run_1/layer_met3.png
Scale bar: 20 um. Cells faint in the background.
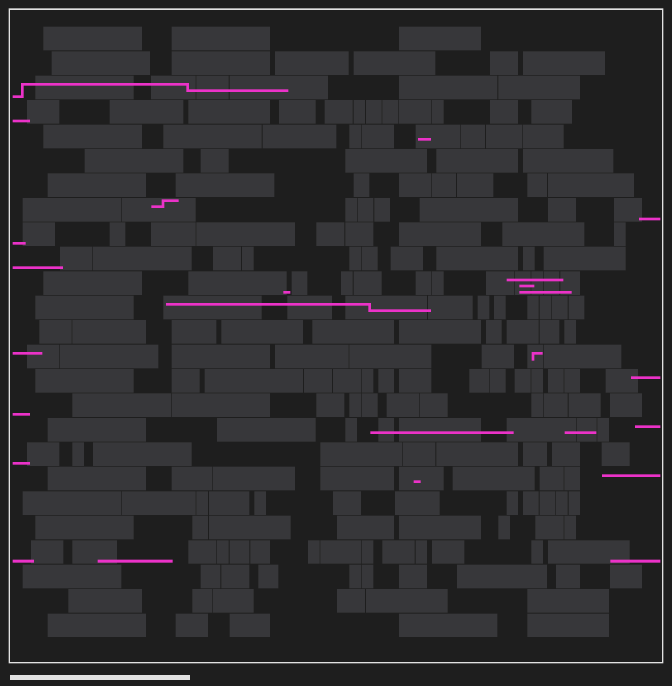
run_1/wires.png
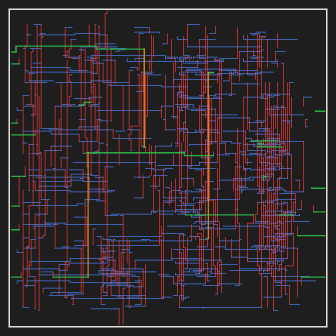
run_1/layer_met2.png
Cells faint in the background.
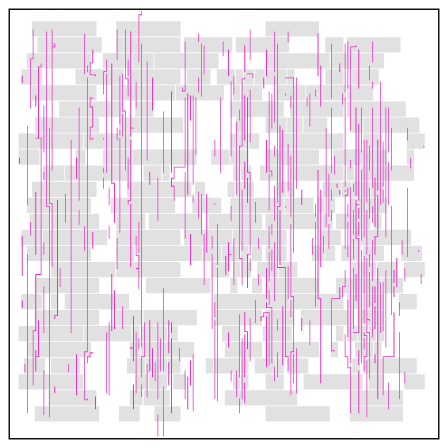
**config.mk**
```make
export PLATFORM = sky130hd
export DESIGN_NAME = uart_tx
export DESIGN_NICKNAME = d
export VERILOG_FILES = /design/src/rtl/uart_pkg.sv /design/src/rtl/uart_tx_fifo.sv /design/src/rtl/uart_tx.sv
export SDC_FILE = /design/constraint.sdc
export NUM_CORES = 1
export LEC_CHECK = 0
export ABC_CLOCK_PERIOD_IN_PS = 2450
export CAP_MARGIN = 20
export CORE_UTILIZATION = 53
export DETAILED_ROUTE_END_ITERATION = 8
export GPL_TIMING_DRIVEN = 0
export PLACE_DENSITY_LB_ADDON = 0.08
export SYNTH_ARGS = -nofsm -noshare
export SYNTH_HDL_FRONTEND = slang
export SYNTH_SLANG_ARGS = --single-unit
```
**constraint.sdc**
```tcl
create_clock -name clk -period 2.45 [get_ports clk]
set_input_delay 0.49 -clock clk [delete_from_list [all_inputs] [get_ports clk]]
set_output_delay 0.49 -clock clk [all_outputs]
set_load 0.1 [all_outputs]
```
**src/rtl/uart_pkg.sv**
```systemverilog
// Shared UART definitions: frame state encoding, default sizes and the parity helper
// used by both the transmitter and the receiver.
package uart_pkg;

  localparam int UART_DATA_W     = 8;
  localparam int UART_OVERSAMPLE = 16;

  typedef enum logic [2:0] {
    ST_IDLE   = 3'd0,
    ST_START  = 3'd1,
    ST_DATA   = 3'd2,
    ST_PARITY = 3'd3,
    ST_STOP   = 3'd4
  } uart_state_t;

  // Even parity when odd==0, odd parity when odd==1.
  function automatic logic uart_parity(input logic [UART_DATA_W-1:0] data, input logic odd);
    return (^data) ^ odd;
  endfunction

endpackage

```
**src/rtl/uart_tx_fifo.sv**
```systemverilog
// Small synchronous FIFO buffering bytes between the CPU-side handshake and the serialiser.
// Read data is the entry at the read pointer, so a pop consumes it on the same edge.
module uart_tx_fifo #(
  parameter int DEPTH = 4,
  parameter int WIDTH = 8
) (
  input  logic                     clk,
  input  logic                     reset,
  input  logic                     push,
  input  logic [WIDTH-1:0]         push_data,
  input  logic                     pop,
  output logic [WIDTH-1:0]         pop_data,
  output logic                     full,
  output logic                     empty,
  output logic [$clog2(DEPTH):0]   count
);

  localparam int AW = $clog2(DEPTH);
  localparam logic [AW:0] FULL_CNT = (AW+1)'(DEPTH);

  logic [WIDTH-1:0] mem [DEPTH];
  logic [AW-1:0]    wr_ptr_reg;
  logic [AW-1:0]    rd_ptr_reg;
  logic [AW:0]      count_reg;
  logic             do_push;
  logic             do_pop;

  // Full is judged on pre-edge state, so a simultaneous pop never lets a push into a full FIFO.
  assign do_push = push && !full;
  assign do_pop  = pop && !empty;

  always_ff @(posedge clk) begin
    if (do_push) begin
      mem[wr_ptr_reg] <= push_data;
    end
  end

  always_ff @(posedge clk or negedge reset) begin
    if (!reset) begin
      wr_ptr_reg <= '0;
      rd_ptr_reg <= '0;
      count_reg  <= '0;
    end else begin
      if (do_push) begin
        wr_ptr_reg <= wr_ptr_reg + 1'b1;
      end
      if (do_pop) begin
        rd_ptr_reg <= rd_ptr_reg + 1'b1;
      end
      case ({do_push, do_pop})
        2'b10:   count_reg <= count_reg + 1'b1;
        2'b01:   count_reg <= count_reg - 1'b1;
        default: count_reg <= count_reg;
      endcase
    end
  end

  assign pop_data = mem[rd_ptr_reg];
  assign full     = (count_reg == FULL_CNT);
  assign empty    = (count_reg == '0);
  assign count    = count_reg;

endmodule

```
**src/rtl/uart_tx.sv**
```systemverilog
// UART transmitter: buffers bytes from a valid/ready source and serialises them as
// start, 8 data bits LSB first, optional parity and 1 or 2 stop bits on the shared baud tick.
module uart_tx
  import uart_pkg::*;
#(
  parameter int OVERSAMPLE = UART_OVERSAMPLE,
  parameter int PARITY_EN  = 0,
  parameter int PARITY_ODD = 0,
  parameter int STOP_BITS  = 1,
  parameter int FIFO_DEPTH = 4
) (
  input  logic                   clk,
  input  logic                   reset,
  input  logic                   i_clk_tx,
  input  logic [UART_DATA_W-1:0] i_tx_data,
  input  logic                   i_tx_valid,
  output logic                   o_tx_ready,
  output logic                   o_txd,
  output logic                   o_tx_busy,
  output logic                   TxDone
);

  localparam int                TICK_W    = $clog2(OVERSAMPLE);
  localparam logic [TICK_W-1:0] TICK_LAST = TICK_W'(OVERSAMPLE - 1);
  localparam int                CNT_W     = $clog2(FIFO_DEPTH) + 1;
  localparam logic [2:0]        LAST_BIT  = 3'(UART_DATA_W - 1);
  localparam logic              PAR_ODD   = (PARITY_ODD != 0);
  localparam logic              USE_PAR   = (PARITY_EN != 0);
  localparam logic              TWO_STOP  = (STOP_BITS == 2);

  uart_state_t            state_reg, state_next;
  logic [TICK_W-1:0]      tick_cnt_reg, tick_cnt_next;
  logic [2:0]             bit_cnt_reg, bit_cnt_next;
  logic [UART_DATA_W-1:0] shift_reg, shift_next;
  logic                   parity_reg, parity_next;
  logic                   stop_cnt_reg, stop_cnt_next;
  logic                   txd_reg, txd_next;

  logic                   fifo_pop;
  logic                   fifo_full;
  logic                   fifo_empty;
  logic [UART_DATA_W-1:0] fifo_data;
  logic [CNT_W-1:0]       fifo_count;
  logic                   bit_end;
  logic                   load_frame;
  logic                   tx_done;

  uart_tx_fifo #(
    .DEPTH (FIFO_DEPTH),
    .WIDTH (UART_DATA_W)
  ) u_fifo (
    .clk       (clk),
    .reset     (reset),
    .push      (i_tx_valid && o_tx_ready),
    .push_data (i_tx_data),
    .pop       (fifo_pop),
    .pop_data  (fifo_data),
    .full      (fifo_full),
    .empty     (fifo_empty),
    .count     (fifo_count)
  );

  assign bit_end = i_clk_tx && (tick_cnt_reg == TICK_LAST);

  always_ff @(posedge clk or negedge reset) begin
    if (!reset) begin
      state_reg    <= ST_IDLE;
      tick_cnt_reg <= '0;
      bit_cnt_reg  <= '0;
      shift_reg    <= '0;
      parity_reg   <= 1'b0;
      stop_cnt_reg <= 1'b0;
      txd_reg      <= 1'b1;
    end else begin
      state_reg    <= state_next;
      tick_cnt_reg <= tick_cnt_next;
      bit_cnt_reg  <= bit_cnt_next;
      shift_reg    <= shift_next;
      parity_reg   <= parity_next;
      stop_cnt_reg <= stop_cnt_next;
      txd_reg      <= txd_next;
    end
  end

  always_comb begin
    state_next    = state_reg;
    tick_cnt_next = tick_cnt_reg;
    bit_cnt_next  = bit_cnt_reg;
    shift_next    = shift_reg;
    parity_next   = parity_reg;
    stop_cnt_next = stop_cnt_reg;
    fifo_pop      = 1'b0;
    load_frame    = 1'b0;
    tx_done       = 1'b0;

    if (state_reg != ST_IDLE && i_clk_tx) begin
      tick_cnt_next = bit_end ? '0 : tick_cnt_reg + 1'b1;
    end

    case (state_reg)
      ST_IDLE: begin
        load_frame = !fifo_empty;
      end
      ST_START: begin
        if (bit_end) begin
          state_next   = ST_DATA;
          bit_cnt_next = '0;
        end
      end
      ST_DATA: begin
        if (bit_end) begin
          shift_next   = shift_reg >> 1;
          bit_cnt_next = bit_cnt_reg + 1'b1;
          if (bit_cnt_reg == LAST_BIT) begin
            state_next    = USE_PAR ? ST_PARITY : ST_STOP;
            stop_cnt_next = 1'b0;
          end
        end
      end
      ST_PARITY: begin
        if (bit_end) begin
          state_next    = ST_STOP;
          stop_cnt_next = 1'b0;
        end
      end
      ST_STOP: begin
        if (bit_end) begin
          if (!TWO_STOP || stop_cnt_reg) begin
            tx_done    = 1'b1;
            state_next = ST_IDLE;
            load_frame = !fifo_empty;
          end else begin
            stop_cnt_next = 1'b1;
          end
        end
      end
      default: begin
        state_next = ST_IDLE;
      end
    endcase

    // A new frame may start from IDLE or straight out of the last stop bit.
    if (load_frame) begin
      fifo_pop      = 1'b1;
      shift_next    = fifo_data;
      parity_next   = uart_parity(fifo_data, PAR_ODD);
      tick_cnt_next = '0;
      bit_cnt_next  = '0;
      stop_cnt_next = 1'b0;
      state_next    = ST_START;
    end
  end

  always_comb begin
    txd_next = 1'b1;
    case (state_reg)
      ST_START:  txd_next = 1'b0;
      ST_DATA:   txd_next = shift_reg[0];
      ST_PARITY: txd_next = parity_reg;
      default:   txd_next = 1'b1;
    endcase
  end

  assign o_txd      = txd_reg;
  assign o_tx_ready = !fifo_full;
  assign o_tx_busy  = (state_reg != ST_IDLE) || (fifo_count != '0);
  assign TxDone     = tx_done;

endmodule

```
==> results_dict.tcl, run 1 <==
# collected from the flow reports
set metrics [dict create \
    min_period_ps 2380 \
    cts_resized 13 \
    crit_arrival_ps 1890 \
    nFillCells 355 \
    hp-class "flip-flop to flip-flop" \
    largestPowerGroup "registers" \
    clk_share_pct 7.44 \
    comb_power_share_pct 33.6 \
    cts_buffers 9 \
    common_cells "edfxtp_1 (32), dfrtp_1 (26), nand2_1 (16), nor2_1 (12), o21ai_0 (12)" \
    core_um2 4750 \
    final-nonclk-buf-share_pct 8.14 \
    outcome "finished, final reports clean" \
    hp-start "bit_cnt_reg[2]$_DFFE_PN0P_" \
    groute.usage.overall_pct 21.0 \
    p_clk_w 0.00106 \
    r2r_slack_ps 120 \
    vdd_drop_max_uv 763 \
    ys_sh_aoi_pct 6.26 \
    clkTransAtPathRegs_ps 70 \
    dp_cells 269 \
    synth-edff-count 32 \
    dp_hpwl_um 3210 \
    p_total_w 0.00390 \
    synthTopCellsByArea "edfxtp_1 (36%), dfrtp_1 (25%), mux4_2 (6.8%)" \
    clkPwrFrac_pct 27.1 \
    htree_levels 3 \
    syn2layout_area_growth_pct 22.4 \
    non_clock_buffer_count 29 \
    die_h_um 72.5 \
    synthFlopType "edfxtp_1" \
    post-place-ws_ps -853 \
    slew_viol_final 0 \
    die_width_um 72.5 \
    xor_area_share_pct 4.65 \
    rsz0062_at_grt "no" \
    syn-cell-area_um2 2640 \
    largest_reg_flops 32 \
    antenna_found_initial 0 \
    reg2reg_from "tick_cnt_reg[1]$_DFFE_PN0P_" \
    postSynthSeqShare_pct 62.1 \
    syn_area_per_cell_um2 14.2 \
    yosys_area_um2 2640 \
    drt_iter0_drc 114 \
    taps 67 \
    comb_share_pct 30.3 \
    num_rows 25 \
    grt_pass1_vias 1583 \
    async_flop_share_pct 45.8 \
    clkSinkCount 59 \
    p_comb_w 0.00131 \
    postRouteAntennaNets 0 \
    cts_hold_buf 0 \
    n_antenna_cell 0 \
    warnings 29 \
    p_seq_w 0.00153 \
    swShare_pct 32.7 \
    mux_area_share_pct 10.7 \
    endpoint_kind "output pin" \
    largest_cell_class "flip-flops and latches" \
    fin_nets 239 \
    crit_path_end "TxDone" \
    viasPerCell 5.31 \
    synthCells 186 \
    finalCritPeriodShare_pct 97.0 \
    power_density_nw_per_um2 1210 \
    slew_headroom_pct 36.7 \
    hold-path-endpoint "bit_cnt_reg[2]$_DFFE_PN0P_" \
    cts-root-buf "clkbuf_8" \
    fp-utilization_pct 55.5 \
    yosys_warnings 0 \
    simple_gate_share_pct 9.16 \
    final_common_cell "edfxtp_1" \
    setup_violations 0 \
    seq_area_um2 1640 \
    worstPathRequired_ps 1960 \
    fin_ws_ps 73.9 \
    synth.most_common_cell "edfxtp_1" \
    seq_share_pct 50.7 \
    max-clock-path-buffers 2 \
    yosys-stat-cells 186 \
    start_kind "flip-flop" \
    clk_latency_ps 330 \
    nMultiInputCombCells 112 \
]
Back to the opening pictures, layer_met3.png:
nets with wire on the layer	21
longest straight run	22.5 um
share of all routed wire	3.1%

Back to the opening pictures, wires.png:
colour	layer	wire length
orange	metal 4	89.1 um
blue	metal 1	1870 um
red	metal 2	2590 um
green	metal 3	144 um
drt total wl: 4690 um
DR WL/cell: 16.2 um

Back to the opening pictures, layer_met2.png:
wire length on this layer	2590 um
longest straight run	51.3 um

-- run 1: per-layer routing --
metal	vias to the layer above	track usage, %	part of all wire [%]
met1	758	22.3	40
met2	35	38.6	55
met4	0	12.2	1.9
met3	7	3.75	3.0
met5	-	0	0
li1	740	-	-
-- run 1: stage by stage --
stage | utilization (%) | hold slack, ps | TNS, ps | cell area (um^2)
floorplan | - | 194 | 0 | 2670
global placement | 61.1 | 483 | -2240 | 2900
detailed placement | 61.7 | 491 | -2650 | 2930
CTS | 67.9 | 512 | 0 | 3230
global route | 67.9 | 530 | 0 | 3230
finish | 67.9 | 508 | 0 | 3230
-- run 1: critical path, stage by stage, from the launching register on --
cell             delay, ps
dfrtp_1                320
clkbuf_1               400
nor4b_4                270
clkdlybuf4s18_2        570
run_1/clk_routes.png
Scale bar: 20 um.
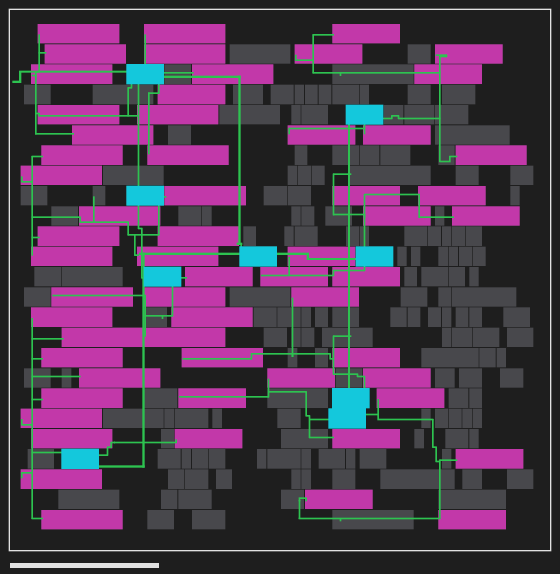

==> inputs of run 2 (changes only) <==
--- a/config.mk
+++ b/config.mk
@@ -9,7 +9,6 @@
 export CAP_MARGIN = 20
 export CORE_UTILIZATION = 53
 export DETAILED_ROUTE_END_ITERATION = 8
-export GPL_TIMING_DRIVEN = 0
 export PLACE_DENSITY_LB_ADDON = 0.08
 export SYNTH_ARGS = -nofsm -noshare
 export SYNTH_HDL_FRONTEND = slang
run_2/clk_routes.png
Scale bar: 20 um.
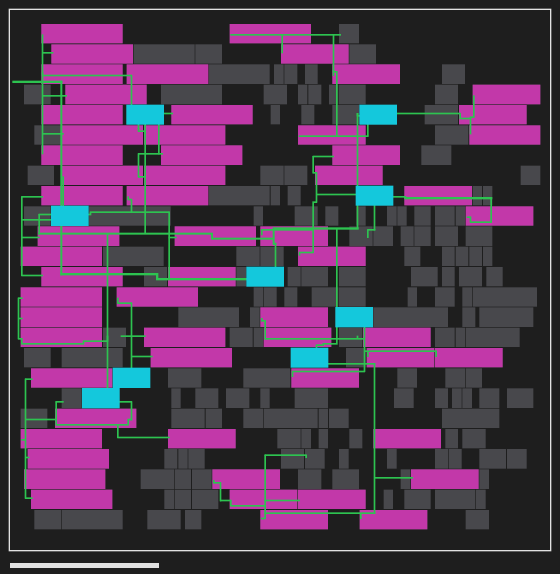
[magenta] flip-flops | count: 59
[green] clock wires | length: 659 um
[cyan] clock drivers | count: 9
flops lie	all over the die
routed clock nets	10

==> run 2 against run 1 <==
Against the previous run: maximum frequency grew 3.3%; largest power group unchanged; critical path depth grew 2; highest routed layer unchanged; combinational power shrank 8%; cell count shrank 1.0%; total power shrank 7.3%; worst hold slack gained 10 ps; die size is the same; largest cell class unchanged; sequential cell count is the same; critical path type is now input port to output pin; clock power shrank about 20%; clock-buffer cell count shrank 1; final area shrank 2.2%.
==> results_dict.tcl, run 2 <==
# collected from the flow reports
set metrics [dict create \
    final_util_pct 66.4 \
    use_met2_pct 34.1 \
    synthFlopType "edfxtp_1" \
    async_flop_share_pct 45.8 \
    mux_area_share_pct 10.7 \
    finalInstanceArea_um2 3160 \
    m1WireLength_um 1850 \
    yosys_area_um2 2640 \
    yosys-stat-cells 186 \
    top_layer "met4" \
    dp_hpwl_um 3160 \
    vdd_drop_max_uv 794 \
    syn2layout_area_growth_pct 19.8 \
    slew_viol_final 0 \
    clkSinkCount 59 \
    hp-start "bit_cnt_reg[1]$_DFFE_PN0P_" \
    viasPerCell 5.23 \
    crit_cells 5 \
    final_common_cell "edfxtp_1" \
    wl_met2_um 2340 \
    die_width_um 72.5 \
    nFillCells 347 \
    die_h_um 72.5 \
    cts_hold_buf 0 \
    htree_levels 3 \
    worstPathRequired_ps 1960 \
    fp-utilization_pct 55.5 \
    drt_iter0_drc 59 \
    syn-cell-area_um2 2640 \
    yosys_warnings 0 \
    ys_sh_aoi_pct 6.26 \
    warnings 29 \
    crit_buf_inv 3 \
    synth.most_common_cell "edfxtp_1" \
    globalRouteMet3Util_pct 7.92 \
    outcome "finished, final reports clean" \
    fin_nets 236 \
    swShare_pct 34.3 \
    slew_headroom_pct 69.6 \
    clk_latency_ps 330 \
    grt.met1_usage_pct 23.8 \
    grt_pass1_vias 1589 \
    finalCritPeriodShare_pct 93.8 \
    postSynthSeqShare_pct 62.1 \
    clkTransAtPathRegs_ps 70 \
    drt_wl_total_um 4380 \
    simple_gate_share_pct 9.16 \
    synthCells 186 \
    cp_slowest_cell "clkdlybuf4s50_1" \
    path_cells "clkdlybuf4s50_1 > nand4_4 > buf_4 > nor4b_4 > buf_12" \
    post-place-ws_ps -194 \
    fin_tns_setup_ps 0 \
    path_delay_family "buffers and inverters" \
    crit_path_end "TxDone" \
    wl_per_cell_um 15.2 \
    cts_buffers 9 \
    fin_ws_ps 151 \
    syn_area_per_cell_um2 14.2 \
]
[run 2: cell counts after synthesis]
Identical to the previous run, type by type.
[run 2: cell type report]
class / count / area (um^2) / area share [%]
flip-flops and latches: 59 / 1640 / 51.8
multi-input cells: 112 / 961 / 30.4
repair buffers: 26 / 248 / 7.84
clock buffers: 9 / 124 / 3.92
well taps: 67 / 83.8 / 2.65
clock inverters: 7 / 78.8 / 2.50
inverters: 7 / 26.3 / 0.832
[run 2: power by group through the flow]
stage | Clock (W) | Combinational, W | Sequential [W]
2_1_floorplan | 0 | 0.000963 | 0.00154
3_3_place_gp | 0 | 0.00118 | 0.00155
3_5_place_dp | 0 | 0.00122 | 0.00157
4_1_cts | 0.000881 | 0.00123 | 0.00155
5_1_grt | 0.000934 | 0.00135 | 0.00159
6_report | 0.000862 | 0.00121 | 0.00155
Power figures rest on the tool's default switching activity, not on a simulated workload.
